--- config.mk ---
export PLATFORM = sky130hd
export DESIGN_NAME = sram_port_arbiter_flat
export DESIGN_NICKNAME = d
export VERILOG_FILES = /design/src/rtl/sram_port_arbiter_if.sv /design/src/rtl/sram_port_arbiter.sv /design/src/flat_wrapper.sv
export SDC_FILE = /design/constraint.sdc
export NUM_CORES = 1
export LEC_CHECK = 0
export ABC_AREA = 1
export CORE_UTILIZATION = 43
export CTS_CLUSTER_SIZE = 14
export DETAILED_ROUTE_END_ITERATION = 8
export PLACE_DENSITY = 0.76
export SYNTH_ARGS = -nofsm -noshare
export SYNTH_HDL_FRONTEND = slang
export SYNTH_SLANG_ARGS = --single-unit
--- constraint.sdc ---
create_clock -name clk -period 1.8 [get_ports clk]
set_input_delay 0.36 -clock clk [delete_from_list [all_inputs] [get_ports clk]]
set_output_delay 0.36 -clock clk [all_outputs]
set_load 0.05 [all_outputs]
--- src/rtl/sram_port_arbiter_if.sv ---
// Bus bundle between two requesting masters, the arbiter and the SRAM strobe port.
// slave = arbiter side, master = environment (masters plus SRAM) side.
interface sram_port_arbiter_if #(
  parameter int DW = 8,
  parameter int AW = 3
);
  logic          m0_req;
  logic          m0_we;
  logic [AW-1:0] m0_addr;
  logic [DW-1:0] m0_wdata;
  logic          m0_ack;
  logic [DW-1:0] m0_rdata;

  logic          m1_req;
  logic          m1_we;
  logic [AW-1:0] m1_addr;
  logic [DW-1:0] m1_wdata;
  logic          m1_ack;
  logic [DW-1:0] m1_rdata;

  logic          sram_cs;
  logic          sram_re;
  logic          sram_we;
  logic [AW-1:0] sram_addr;
  logic [DW-1:0] sram_data_in;
  logic [DW-1:0] sram_data_out;
  logic          busy;

  modport slave (
    input  m0_req, m0_we, m0_addr, m0_wdata,
    output m0_ack, m0_rdata,
    input  m1_req, m1_we, m1_addr, m1_wdata,
    output m1_ack, m1_rdata,
    output sram_cs, sram_re, sram_we, sram_addr, sram_data_in,
    input  sram_data_out,
    output busy
  );

  modport master (
    output m0_req, m0_we, m0_addr, m0_wdata,
    input  m0_ack, m0_rdata,
    output m1_req, m1_we, m1_addr, m1_wdata,
    input  m1_ack, m1_rdata,
    input  sram_cs, sram_re, sram_we, sram_addr, sram_data_in,
    output sram_data_out,
    input  busy
  );
endinterface

--- src/rtl/sram_port_arbiter.sv ---
// Two-master round-robin arbiter that serialises complete read/write requests onto a
// single-port SRAM, waits out its read latency and returns data with a one-cycle ack.
module sram_port_arbiter #(
  parameter int DW     = 8,
  parameter int AW     = 3,
  parameter int RD_LAT = 1
) (
  input  logic               clk,
  input  logic               rst,
  sram_port_arbiter_if.slave bus
);

  typedef enum logic [1:0] {IDLE, ISSUE, WAIT, ACK} state_t;

  state_t        state, state_nx;
  logic          last_grant;
  logic          grant;
  logic          win;
  logic          take;
  logic          lat_we;
  logic [1:0]    cnt;
  logic          sel_we;
  logic [AW-1:0] sel_addr;
  logic [DW-1:0] sel_wdata;

  always_comb begin
    state_nx = state;
    win      = grant;
    take     = 1'b0;
    case (state)
      IDLE: begin
        if (bus.m0_req || bus.m1_req) begin
          take     = 1'b1;
          state_nx = ISSUE;
          // On a tie the master that did not win last time goes next.
          win      = (bus.m0_req && bus.m1_req) ? ~last_grant : bus.m1_req;
        end
      end
      ISSUE:   state_nx = lat_we ? ACK : WAIT;
      WAIT:    if (cnt == 2'd0) state_nx = ACK;
      ACK:     state_nx = IDLE;
      default: state_nx = IDLE;
    endcase
  end

  assign sel_we    = win ? bus.m1_we    : bus.m0_we;
  assign sel_addr  = win ? bus.m1_addr  : bus.m0_addr;
  assign sel_wdata = win ? bus.m1_wdata : bus.m0_wdata;

  always_ff @(posedge clk) begin
    if (rst) begin
      state            <= IDLE;
      last_grant       <= 1'b1;
      grant            <= 1'b0;
      lat_we           <= 1'b0;
      cnt              <= 2'd0;
      bus.sram_cs      <= 1'b0;
      bus.sram_re      <= 1'b0;
      bus.sram_we      <= 1'b0;
      bus.sram_addr    <= '0;
      bus.sram_data_in <= '0;
      bus.m0_ack       <= 1'b0;
      bus.m1_ack       <= 1'b0;
      bus.m0_rdata     <= '0;
      bus.m1_rdata     <= '0;
      bus.busy         <= 1'b0;
    end else begin
      state <= state_nx;

      // The strobe-bus address/data registers double as the request latch.
      if (take) begin
        grant         <= win;
        last_grant    <= win;
        lat_we        <= sel_we;
        bus.sram_addr <= sel_addr;
        if (sel_we) bus.sram_data_in <= sel_wdata;
      end

      if (state == ISSUE)                    cnt <= 2'(RD_LAT - 1);
      else if (state == WAIT && cnt != 2'd0) cnt <= cnt - 2'd1;

      // Outputs are registered from the next state so they line up with it.
      bus.sram_cs <= (state_nx == ISSUE) || (state_nx == WAIT);
      bus.sram_re <= take && !sel_we;
      bus.sram_we <= take && sel_we;
      bus.m0_ack  <= (state_nx == ACK) && !grant;
      bus.m1_ack  <= (state_nx == ACK) && grant;
      bus.busy    <= (state_nx != IDLE);

      if (state == WAIT && cnt == 2'd0) begin
        if (grant) bus.m1_rdata <= bus.sram_data_out;
        else       bus.m0_rdata <= bus.sram_data_out;
      end
    end
  end

endmodule

--- src/flat_wrapper.sv ---
// flat-port wrapper written by rule: the top's interface ports become plain ports
module sram_port_arbiter_flat 
#(
  parameter int DW     = 8,
  parameter int AW     = 3,
  parameter int RD_LAT = 1
)
  (clk, rst, bus_m0_req, bus_m0_we, bus_m0_addr, bus_m0_wdata, bus_m0_ack, bus_m0_rdata, bus_m1_req, bus_m1_we, bus_m1_addr, bus_m1_wdata, bus_m1_ack, bus_m1_rdata, bus_sram_cs, bus_sram_re, bus_sram_we, bus_sram_addr, bus_sram_data_in, bus_sram_data_out, bus_busy);
  sram_port_arbiter_if #(.DW(DW), .AW(AW)) bus_i ();
  input  logic clk;
  input  logic rst;
  input wire logic [$bits(bus_i.m0_req)-1:0] bus_m0_req;
  input wire logic [$bits(bus_i.m0_we)-1:0] bus_m0_we;
  input wire logic [$bits(bus_i.m0_addr)-1:0] bus_m0_addr;
  input wire logic [$bits(bus_i.m0_wdata)-1:0] bus_m0_wdata;
  output wire logic [$bits(bus_i.m0_ack)-1:0] bus_m0_ack;
  output wire logic [$bits(bus_i.m0_rdata)-1:0] bus_m0_rdata;
  input wire logic [$bits(bus_i.m1_req)-1:0] bus_m1_req;
  input wire logic [$bits(bus_i.m1_we)-1:0] bus_m1_we;
  input wire logic [$bits(bus_i.m1_addr)-1:0] bus_m1_addr;
  input wire logic [$bits(bus_i.m1_wdata)-1:0] bus_m1_wdata;
  output wire logic [$bits(bus_i.m1_ack)-1:0] bus_m1_ack;
  output wire logic [$bits(bus_i.m1_rdata)-1:0] bus_m1_rdata;
  output wire logic [$bits(bus_i.sram_cs)-1:0] bus_sram_cs;
  output wire logic [$bits(bus_i.sram_re)-1:0] bus_sram_re;
  output wire logic [$bits(bus_i.sram_we)-1:0] bus_sram_we;
  output wire logic [$bits(bus_i.sram_addr)-1:0] bus_sram_addr;
  output wire logic [$bits(bus_i.sram_data_in)-1:0] bus_sram_data_in;
  input wire logic [$bits(bus_i.sram_data_out)-1:0] bus_sram_data_out;
  output wire logic [$bits(bus_i.busy)-1:0] bus_busy;
  assign bus_i.m0_req = bus_m0_req;
  assign bus_i.m0_we = bus_m0_we;
  assign bus_i.m0_addr = bus_m0_addr;
  assign bus_i.m0_wdata = bus_m0_wdata;
  assign bus_m0_ack = bus_i.m0_ack;
  assign bus_m0_rdata = bus_i.m0_rdata;
  assign bus_i.m1_req = bus_m1_req;
  assign bus_i.m1_we = bus_m1_we;
  assign bus_i.m1_addr = bus_m1_addr;
  assign bus_i.m1_wdata = bus_m1_wdata;
  assign bus_m1_ack = bus_i.m1_ack;
  assign bus_m1_rdata = bus_i.m1_rdata;
  assign bus_sram_cs = bus_i.sram_cs;
  assign bus_sram_re = bus_i.sram_re;
  assign bus_sram_we = bus_i.sram_we;
  assign bus_sram_addr = bus_i.sram_addr;
  assign bus_sram_data_in = bus_i.sram_data_in;
  assign bus_i.sram_data_out = bus_sram_data_out;
  assign bus_busy = bus_i.busy;
  sram_port_arbiter #(.DW(DW), .AW(AW), .RD_LAT(RD_LAT)) u_core (.clk(clk), .rst(rst), .bus(bus_i));
endmodule
Fig. 1: routed metal per tile
13 x 13 tiles, from black (low) to pale yellow (high), scaled to the fullest tile. Values are wire area over tile area, all layers added.
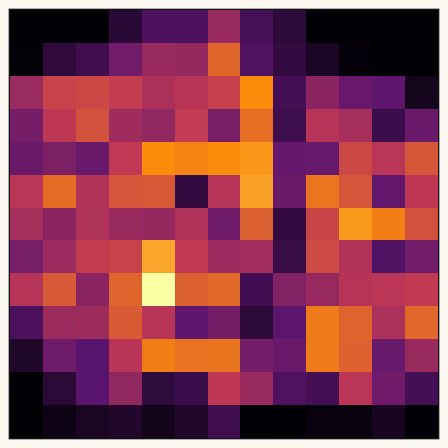
mean over tiles: 0.15
fullest tile: 0.40
emptiest ninth of the die: north-east
nearly empty tiles: 9.5%
tiles over half the peak: 28%
via count of the routed design: 1611
detailed-route wire length: 3840 µm
Tot GR Track Use: 20.3%

Fig. 2: wires at chosen ports, followed through buffers
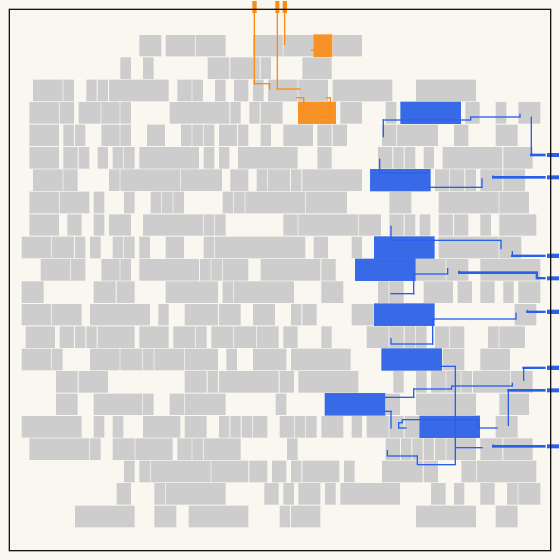
legend:
  `bus_m0_rdata`:
    color: blue
    bits: 8
    direction: output
    end_cells: 8
    buffers: 8
    wire: 192 µm
  `bus_m1_addr`:
    color: orange
    bits: 3
    direction: input
    end_cells: 3
    buffers: 3
    wire: 34.6 µm

Fig. 3: placement view
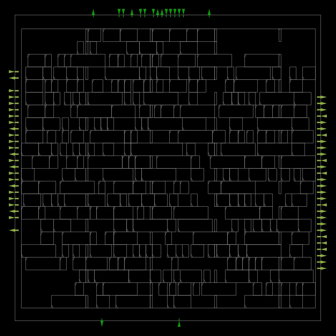
count of inserted tapcells: 48
proportion of cell area occupied by registers: 31.2%
placeable core area: 0.00377 mm²
final non-filler cell total: 356

Fig. 4: register map, names as in the netlist
Other sequential cells in the stronger gray, the rest of the logic in the fainter gray.
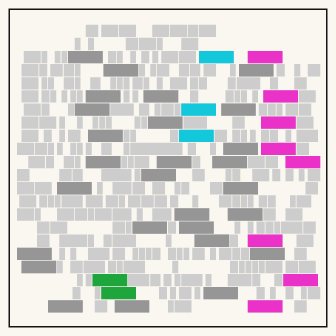
legend:
  `u_core.bus.sram_addr`:
    color: cyan
    placed_flops: 3
  `u_core.state`:
    color: green
    placed_flops: 2
  `u_core.bus.m1_rdata`:
    color: magenta
    placed_flops: 8
not colored: 27
utilization after layout: 68.0%
power of the sequential group: 0.00131 W

==> Implementation_results.wiki <==
=== Synthesis and place and route ===
{| class="wikitable"
! Metric !! Value
|-
| Outcome || finished, final reports clean
|-
| Main area contributors || sky130_fd_sc_hd__dfxtp_1 46%, sky130_fd_sc_hd__nand2_1 8.4%, sky130_fd_sc_hd__nor2_1 7.1%
|-
| Initial DRC Count || 77
|-
| Worst reg2reg path depth || 9
|-
| Wire length on met1 || 1820 µm
|-
| Layout fillers || 321
|-
| Register-to-Register Setup Slack || 0.24 ns
|-
| Average cell area after synthesis || 7.64 µm²
|-
| Post-route DRC violation count || 0
|-
| Max-slew violation count || 0
|-
| Critical Path RT || 1.98 ns
|-
| Internal power consumption || 0.00244 W
|-
| Arrival time at the worst endpoint || 1.74 ns
|-
| Post-route ant nets || 0
|-
| Critical path fanouts, max || 5
|-
| Largest net degree at the start of global routing || 19
|-
| Synthesized-area fraction occupied by adder cells || 4.33%
|-
| Crit path largest cell delay || 0.33 ns
|-
| Placed insts || 348
|-
| Cell area after technology mapping || 0.00174 mm²
|-
| Final GP Congestion || 0.744
|-
| Wirelength per Cell || 10.8 µm
|-
| Final global-route overflow total || 0
|-
| Die x size || 65.5 µm
|-
| Dominant cell by count in the synthesized netlist || sky130_fd_sc_hd__dfxtp_1
|-
| Global-route wire length before repair || 6640 µm
|-
| Total number of placement rows || 22
|-
| DPL Wire Length || 2960 µm
|-
| Cell family contributing the most delay on the critical path || adder cells
|-
| Fraction of power consumed by sequential logic || 28.2%
|-
| Multi-input gate share of total cell area || 30.1%
|-
| Peak Freq || 639 MHz
|-
| Total count of hold-check failures in the final report || 0
|-
| Post-CTS clock slew at the launch and capture registers of the worst setup and hold paths || 0.08 ns
|-
| Clock Power Share || 15.6%
|-
| CTS tree || yes
|-
| Number of antenna violations at the first check in global routing || 0
|-
| Die height || 65.5 µm
|-
| Capturing element type of the critical path || flip-flop
|-
| Synth top cells by count || 40 x sky130_fd_sc_hd__dfxtp_1, 39 x sky130_fd_sc_hd__nand2_1, 33 x sky130_fd_sc_hd__nor2_1, 30 x sky130_fd_sc_hd__inv_1, 23 x sky130_fd_sc_hd__o21ai_0
|-
| Pwr Total || 0.00464 W
|-
| Buffer cell driving the clock tree root || sky130_fd_sc_hd__clkbuf_8
|-
| Number of library cell types mapped by synthesis || 24
|-
| Share of cells above drive strength 1 || 22.1%
|-
| Element type at the critical path start || flip-flop
|-
| Number of port buffers || 68
|-
| Period minus WS final || 1.56 ns
|-
| Post-synth top area share || 46.1%
|-
| Complex-gate fraction of the synthesized area || 13.8%
|-
| Number of global-route vias before repair || 1545
|-
| Ratio of total power to cell area || 1810 mW/mm²
|-
| Hold Crit Endpoint || u_core.bus.m1_rdata[0]$_SDFFE_PP0P_
|-
| Share of the clock period used by the worst path after layout || 86.9%
|-
| Max stage delay cell, worst path || sky130_fd_sc_hd__dfxtp_1
|-
| 1st-pass router iterations || 4
|-
| Tally of clock buffers in the finished layout || 5
|-
| Transition time at the pin with the least slew margin || 0.500 ns
|-
| Core Util at FP || 46.0%
|-
| Part of the power in combinational logic || 56.2%
|-
| Net count after synthesis || 269
|-
| Routed via count divided by cell count || 4.53
|-
| Slack of the critical path || 0.235 ns
|-
| Flop count || 40
|-
| Die outline area || 0.00429 mm²
|-
| CP Class || flip-flop to flip-flop
|-
| Area growth, synth to finish || 47.7%
|-
| Clock Skews || 0.00674 ns
|-
| Post-synthesis sequential area ratio || 46.1%
|-
| Clock net sink count || 40
|-
| Levels on crit path || 9
|-
| Largest buffer count on any clock path || 2
|-
| Invs w/o clock || 32
|-
| Met3 wirelength from detailed routing || 304 µm
|-
| Yosys Warn Count || 0
|-
| Hold crit path type || flip-flop to flip-flop
|-
| Switching fraction of total power || 47.4%
|-
| Top layer used by detailed routing || met4
|-
| Count of non-CTS buffers in the layout || 80
|-
| Count of mapped cells out of synthesis || 227
|-
| Min-Delay Startpoint || u_core.bus.m1_rdata[0]$_SDFFE_PP0P_
|-
| Max-cap violation count || 0
|-
| Layout clock area frac || 4.34%
|-
| Peak supply drop || 0.000944 V
|-
| Worst-path cell chain || inv_1, ha_1, o21ai_0, nand2_1, o21ai_1, inv_1, ha_1, inv_1, nor2_1
|-
| Top cell class by occupied area || sequential cells
|-
| MI comb area || 772 µm²
|-
| Critical path capture point || u_core.bus.sram_cs$_SDFF_PP0_
|-
| Buffers & Inverters on Critical Path || 3
|-
| Cell area after placement || 0.00245 mm²
|-
| TritonCTS Buffers || 5
|-
| Number of warning messages in the logs || 29
|-
| Proportion of final cell area spent on non-clock buffers || 27.3%
|-
| H-Tree Level Count || 2
|-
| Yosys cell count || 227
|-
| Source of the worst register-to-register timing path || u_core.cnt[0]$_SDFFE_PP0P_
|-
| Sequential cell area || 801 µm²
|-
| Leading cell type in the layout, fill and taps excluded || sky130_fd_sc_hd__buf_4
|-
| Largest area contributor in the netlist || sky130_fd_sc_hd__dfxtp_1
|-
| Post-Route Hold Slack || 0.441 ns
|-
| Final setup fails || 0
|-
| Critical Path Start || u_core.cnt[0]$_SDFFE_PP0P_
|-
| Xor/xnor share of the synthesized area || 0%
|-
| Top-Level Pins || 69
|-
| Simple-Gate Area Share || 26.4%
|-
| RSZ-0062 raised after global routing || false
|-
| Dominant flop cell || sky130_fd_sc_hd__dfxtp_1
|-
| Met2 Routed Length || 1670 µm
|-
| Hold Path Cell Cnt || 2
|-
| Most used cell along the critical path || sky130_fd_sc_hd__inv_1
|}
==> repair_timing <==
item | in CTS | in global routing
buffers inserted | 0 | 0
hold buffers | 0 | 0
gates cloned | 0 | 0
resized | 1 | 3
setup endpoints to repair | 1 | 5
==> worst register-to-register path, stage by stage (launching register included) <==
cell and delay (ns):
sky130_fd_sc_hd__dfxtp_1 0.33, sky130_fd_sc_hd__inv_1 0.06, sky130_fd_sc_hd__ha_1 0.24, sky130_fd_sc_hd__o21ai_0 0.16, sky130_fd_sc_hd__nand2_1 0.07, sky130_fd_sc_hd__o21ai_1 0.17, sky130_fd_sc_hd__inv_1 0.07, sky130_fd_sc_hd__ha_1 0.27
sky130_fd_sc_hd__inv_1 0.05, sky130_fd_sc_hd__nor2_1 0.03
==> power by group through the flow <==
| stage | Sequential, W | Clock, W | Combinational [W] |
|---|---|---|---|
| after floorplan | 0.00211 | 0 | 0.00104 |
| after global placement | 0.00132 | 0 | 0.00256 |
| after detailed placement | 0.00132 | 0 | 0.00262 |
| after CTS | 0.00131 | 0.000749 | 0.00263 |
| after global routing | 0.00134 | 0.000794 | 0.00285 |
| final | 0.00131 | 0.000725 | 0.00261 |
==> state kept, by name (all words and copies together) (netlist names), 2 cells and up <==
name,count
u_core.bus.m0_rdata,8
u_core.bus.m1_rdata,8
u_core.bus.sram_addr,3
u_core.bus.sram_data_in,8
u_core.cnt,2
u_core.state,2
==> layer usage <==
| metal | track usage, % | up-vias |
|---|---|---|
| met3 | 6.60 | 5 |
| met1 | 25.5 | 675 |
| li1 | - | 875 |
| met2 | 33.0 | 56 |
| met4 | 5.71 | 0 |
| met5 | 0 | - |
No activity file was given, so power comes from the tool's default toggle rates.
